**Metal 1**

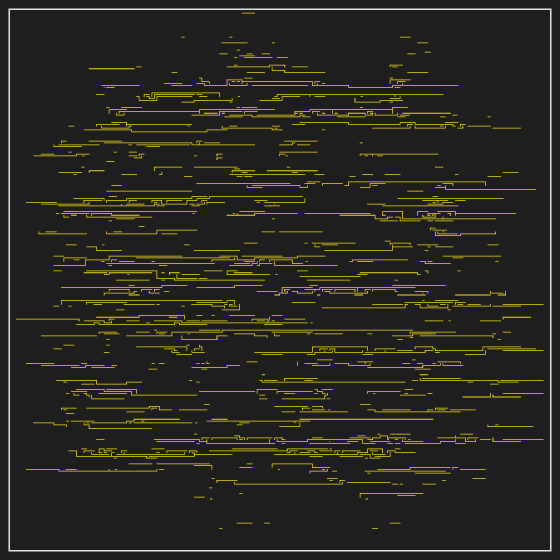
**Signal metal coverage by tile**

The bar under the picture is 20 um long. The die is cut into 20 by 20 equal tiles; dark blue is low, red is high, scaled to the fullest tile. Values are wire area over tile area, all layers added.
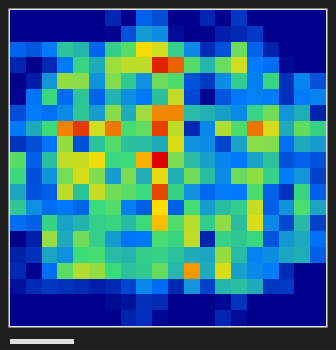
**Cell classes on the final placement**

Fill, decap, tap and diode cells in gray.
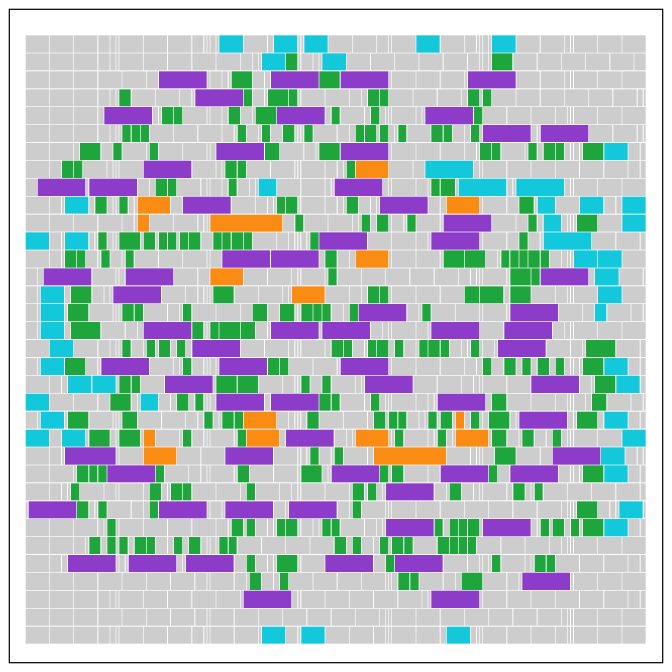
**M3 wires**

The bar under the picture is 20 um long.
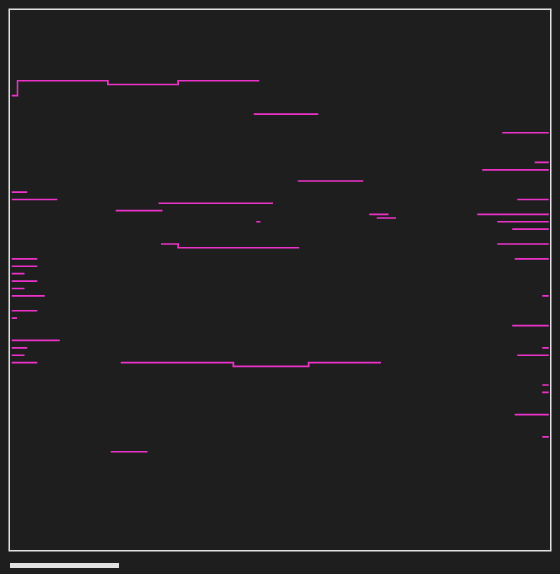
`src/rtl/x_count_alarm.sv`:
```
// Compare-match alarm fed by a 32-bit free-running counter; compare word loaded serially, LSB first.
// Define X_COUNT_ALARM_REARM_EN for periodic mode (cmp advances by the armed interval on each match).
module x_count_alarm (
  input  logic i_clk,
  input  logic i_rst,
  input  logic i_count_0,
  input  logic i_count_1,
  input  logic i_count_2,
  input  logic i_count_3,
  input  logic i_count_4,
  input  logic i_count_5,
  input  logic i_count_6,
  input  logic i_count_7,
  input  logic i_count_8,
  input  logic i_count_9,
  input  logic i_count_10,
  input  logic i_count_11,
  input  logic i_count_12,
  input  logic i_count_13,
  input  logic i_count_14,
  input  logic i_count_15,
  input  logic i_count_16,
  input  logic i_count_17,
  input  logic i_count_18,
  input  logic i_count_19,
  input  logic i_count_20,
  input  logic i_count_21,
  input  logic i_count_22,
  input  logic i_count_23,
  input  logic i_count_24,
  input  logic i_count_25,
  input  logic i_count_26,
  input  logic i_count_27,
  input  logic i_count_28,
  input  logic i_count_29,
  input  logic i_count_30,
  input  logic i_count_31,
  input  logic i_sen,
  input  logic i_sdi,
  input  logic i_arm,
  input  logic i_disarm,
  input  logic i_ack,
  output logic o_armed,
  output logic o_match,
  output logic o_fired
);

  typedef enum logic [1:0] {StIdle, StArmed, StFired} state_e;

  state_e      state_q, state_d;
  logic [31:0] shift_q, shift_d;
  logic [31:0] cmp_q, cmp_d;
  logic        match_q, match_d;
  logic        fired_q, fired_d;
  logic        armed_q;
  logic [31:0] count;
  logic        hit;
`ifdef X_COUNT_ALARM_REARM_EN
  logic [31:0] int_q, int_d;
`endif

  assign count = {i_count_31, i_count_30, i_count_29, i_count_28,
                  i_count_27, i_count_26, i_count_25, i_count_24,
                  i_count_23, i_count_22, i_count_21, i_count_20,
                  i_count_19, i_count_18, i_count_17, i_count_16,
                  i_count_15, i_count_14, i_count_13, i_count_12,
                  i_count_11, i_count_10, i_count_9,  i_count_8,
                  i_count_7,  i_count_6,  i_count_5,  i_count_4,
                  i_count_3,  i_count_2,  i_count_1,  i_count_0};

  assign hit = (state_q == StArmed) && (count == cmp_q);

  always_comb begin
    state_d = state_q;
    shift_d = shift_q;
    cmp_d   = cmp_q;
    match_d = 1'b0;
    fired_d = fired_q;
`ifdef X_COUNT_ALARM_REARM_EN
    int_d   = int_q;
`endif
    unique case (state_q)
      StIdle: begin
        if (i_sen) shift_d = {i_sdi, shift_q[31:1]};
        // Arm captures the pre-edge buffer, so a same-cycle shift is not armed.
        if (i_arm) begin
          cmp_d   = shift_q;
`ifdef X_COUNT_ALARM_REARM_EN
          int_d   = shift_q;
`endif
          state_d = StArmed;
        end
        if (i_ack) fired_d = 1'b0;
      end
      StArmed: begin
        if (hit) begin
          match_d = 1'b1;
          fired_d = 1'b1;
`ifdef X_COUNT_ALARM_REARM_EN
          cmp_d   = cmp_q + int_q;
`else
          state_d = StFired;
`endif
        end else if (i_disarm) begin
          state_d = StIdle;
        end else if (i_ack) begin
          fired_d = 1'b0;
        end
      end
      StFired: begin
        if (i_ack) begin
          state_d = StIdle;
          fired_d = 1'b0;
        end
      end
      default: state_d = StIdle;
    endcase
  end

  always_ff @(posedge i_clk) begin
    if (i_rst) begin
      state_q <= StIdle;
      shift_q <= '0;
      cmp_q   <= '0;
      match_q <= 1'b0;
      fired_q <= 1'b0;
      armed_q <= 1'b0;
`ifdef X_COUNT_ALARM_REARM_EN
      int_q   <= '0;
`endif
    end else begin
      state_q <= state_d;
      shift_q <= shift_d;
      cmp_q   <= cmp_d;
      match_q <= match_d;
      fired_q <= fired_d;
      armed_q <= (state_d == StArmed);
`ifdef X_COUNT_ALARM_REARM_EN
      int_q   <= int_d;
`endif
    end
  end

  assign o_armed = armed_q;
  assign o_match = match_q;
  assign o_fired = fired_q;

endmodule

```
`config.mk`:
```
export PLATFORM = sky130hd
export DESIGN_NAME = x_count_alarm
export DESIGN_NICKNAME = d
export VERILOG_FILES = /design/src/rtl/x_count_alarm.sv
export SDC_FILE = /design/constraint.sdc
export NUM_CORES = 1
export LEC_CHECK = 0
export CORE_MARGIN = 2
export CORE_UTILIZATION = 30
export DETAILED_ROUTE_END_ITERATION = 8
export GPL_TIMING_DRIVEN = 1
export PLACE_DENSITY = 0.46
export SKIP_LAST_GASP = 1
export SYNTH_ARGS = -nofsm -noshare
export SYNTH_HDL_FRONTEND = slang
export SYNTH_SLANG_ARGS = --single-unit
```
`constraint.sdc`:
```
create_clock -name i_clk -period 1.56 [get_ports i_clk]
set_input_delay 0.234 -clock i_clk [delete_from_list [all_inputs] [get_ports i_clk]]
set_output_delay 0.234 -clock i_clk [all_outputs]
set_load 0.005 [all_outputs]
```
==> summary.txt <==
DR WL/cell = 13.3 um
CP Max Fanout = 3
CP required = 1.85 ns
PwrDens = 1070 nW/um2
Root Buffer = clkbuf_8
clock sink count = 69
number of global-route vias before repair = 2115
Log Warnings = 27
final slew viol count = 0
nets = 419
area leader, netlist = dfxtp_1
Top area cell types = dfxtp_1 51%, nand2_1 18%, a21oi_1 12%
syn_area_per_cell = 7.94 um2
GPL Wtd Cong = 0.736
Worst-path clk slew = 0.07 ns
H-tree lvl count = 3
worst skew pair latency = 0.34 ns
setup TNS = 0 ns
Fmax = 666 MHz
status = complete, no violations
Syn Nets = 380
FP Util = 31.0%
Final Cell Area = 3510 um2
Post-synth seq share = 51.0%
n_diodes = 0
Fin Clk Skew = 0.00860 ns
Mapped Cells = 341
measured slew at the worst slew-check pin = 0.318 ns
# Cells Yosys = 341
critical path type = reg2reg
CTS buffer count = 9
post-synth cell types = 16
Leak = 0.00126 uW
Die H = 99 um
post-CTS setup repair buffer count = 0
number of max-cap violations = 0
global-route wire length before repair = 10800 um
RSZ-0062 raised after global routing = true
Placed Cells = 477
post-synthesis chip area from yosys = 2710 um2
initial antenna violation count = 0
final tally of hold violations = 0
share of post-route cells with drive strength above 1 = 7.53%
DR vias = 2270
flops & latches, synth = 69
Post-Synthesis Cell Area = 2710 um2
DRC viols = 0
total gr overflow = 0
num ports = 42
DP Area = 3270 um2
CP Launch Type = flip-flop
CP Capture Type = flip-flop
Initial DRC Count = 131
Worst EP arrival = 1.79 ns
worst hold slack = 0.256 ns
Setup-failing EPs final = 0
DR pass1 iterations = 4
Post-Layout Cell Count = 493
CTS tree = yes
Clock Tree Buf Depth = 2
post-DR vias/cell = 4.60
Min-Delay Path Class = in2reg
Synth Warn # = 0
Tcrit/Tclk final = 96.2%
Die Area = 9800 um2
DP Wirelength = 4080 um
largest net degree at the start of global routing = 67
minimum clock period = 1.50 ns
Worst slew margin = 78.8%
Synth top area share = 51.0%
FF-to-FF setup slack = 0.06 ns
hold-fix buffers at CTS = 0
Synth-to-Final Area Change = 29.8%
Port Buffers = 41
remaining antenna violation count = 0
wirelength, routed = 6560 um
Total Routing Usage GR = 14.1%
Die X = 99 um
Fill cells = 927
worst vdd ir = 0.000537 V
-- 'metal 1' (at the start) --
main direction = horizontal
share of all routed wire = 51%

-- 'signal metal coverage by tile' (at the start) --
fullest tile = 0.34
densest ninth of the die = center
emptiest ninth of the die = upper right
tiles over half the peak = 21%
nearly empty tiles = 19%

-- 'cell classes on the final placement' (at the start) --
orange -> clock drivers and dummy loads  # cells 16, share of their area 6.7%
green -> combinational and other logic  # cells 251, share of their area 37%
cyan -> other buffers and delay cells  # cells 49, share of their area 15%
purple -> flops  # cells 69, share of their area 41%
Core ar.: 8720 um2
Std-Cell Rows: 34

-- 'M3 wires' (at the start) --
longest straight run = 22.1 um
nets with wire on the layer = 37

## cell families (layout without fill, tap and decap cells)
family | count (synthesis) | count (layout) | share of synthesized area (%)
AND-OR/OR-AND | 69 | 69 | 13.3
XOR/XNOR | 32 | 32 | 10.4
AND/OR/NAND/NOR | 149 | 149 | 22.0
buffers and inverters | 22 | 66 | 3.33
flip-flops | 69 | 69 | 51.0
## cells in the mapped netlist, drive strengths merged
cell type	count
o21ai	1
o32ai	2
and2	2
a21oi	64
clkbuf	14
nor3	1
buf	7
nand2	132
nor4	8
nand4	2
dfxtp	69
inv	1
xor2	32
nor2	4
a31o	2
## metal layers
metal	GRT usage, %	share of wire (%)
met3	4.68	5.2
met4	3.48	0.90
met1	20.1	51
met5	0	0
met2	20.3	43
## where the power goes
group / leakage, uW / internal, uW / total, uW / switching [uW]
clock: 0.000116 / 984 / 1640 / 660
sequential: 0.000557 / 1770 / 1770 / 5.94
combinational: 0.000583 / 150 / 328 / 178
## through the flow
step	power, uW	utilization, %	setup slack, ns
after global placement	2150	37.5	-0.334
after detailed placement	2150	37.5	-0.340
final	3750	40.3	0.0591
after floorplan	1950	-	0.316
after CTS	3810	40.2	0.0101
after global routing	3910	40.3	-0.0461
## registers in the layout, summed over array words and instances (netlist names)
name,flops
state_q,2
o_armed,1
cmp_q,32
shift_q,32
o_fired,1
o_match,1
## worst max-delay path, stage by stage (launching register included)
cell and delay [ns]:
dfxtp_2 0.33, xor2_1 0.15, nor4_1 0.28, buf_4 0.17, nand4_1 0.16, nor3_2 0.25, a31o_1 0.12
## final cells by class
cell class / count / area [um2] / area share, %
clock buffer: 12 / 155 / 4.42
timing repair buffer: 49 / 515 / 14.7
multi-input combinational: 250 / 1250 / 35.6
sequential: 69 / 1380 / 39.4
tap: 108 / 135 / 3.85
clock inverter: 4 / 70.1 / 1.99
inverter: 1 / 3.75 / 0.107
## cell usage in the layout, fill, tap and decap left out, types with 3 or more instances in the layout
master	n
nand2_1	132
buf_4	4
clkdlybuf4s50_1	40
buf_12	4
xor2_1	32
dfxtp_1	68
clkbuf_8	11
nor2_1	3
nor4_1	6
a21oi_1	64
## path summary, 6_finish.rpt
kind | from | to | cells past startpoint
max reg2reg | cmp_q[24] | o_fired | 6
min reg2reg | shift_q[0] | cmp_q[0] | 2
min | i_rst | state_q[1] | 3
max | cmp_q[24] | o_fired | 6
## what timing repair did
item | in CTS | in global routing
pin swaps | 0 | 3
gates resized | 1 | 3
setup endpoints to repair | 2 | 4
Power and IR drop assume default switching activity.
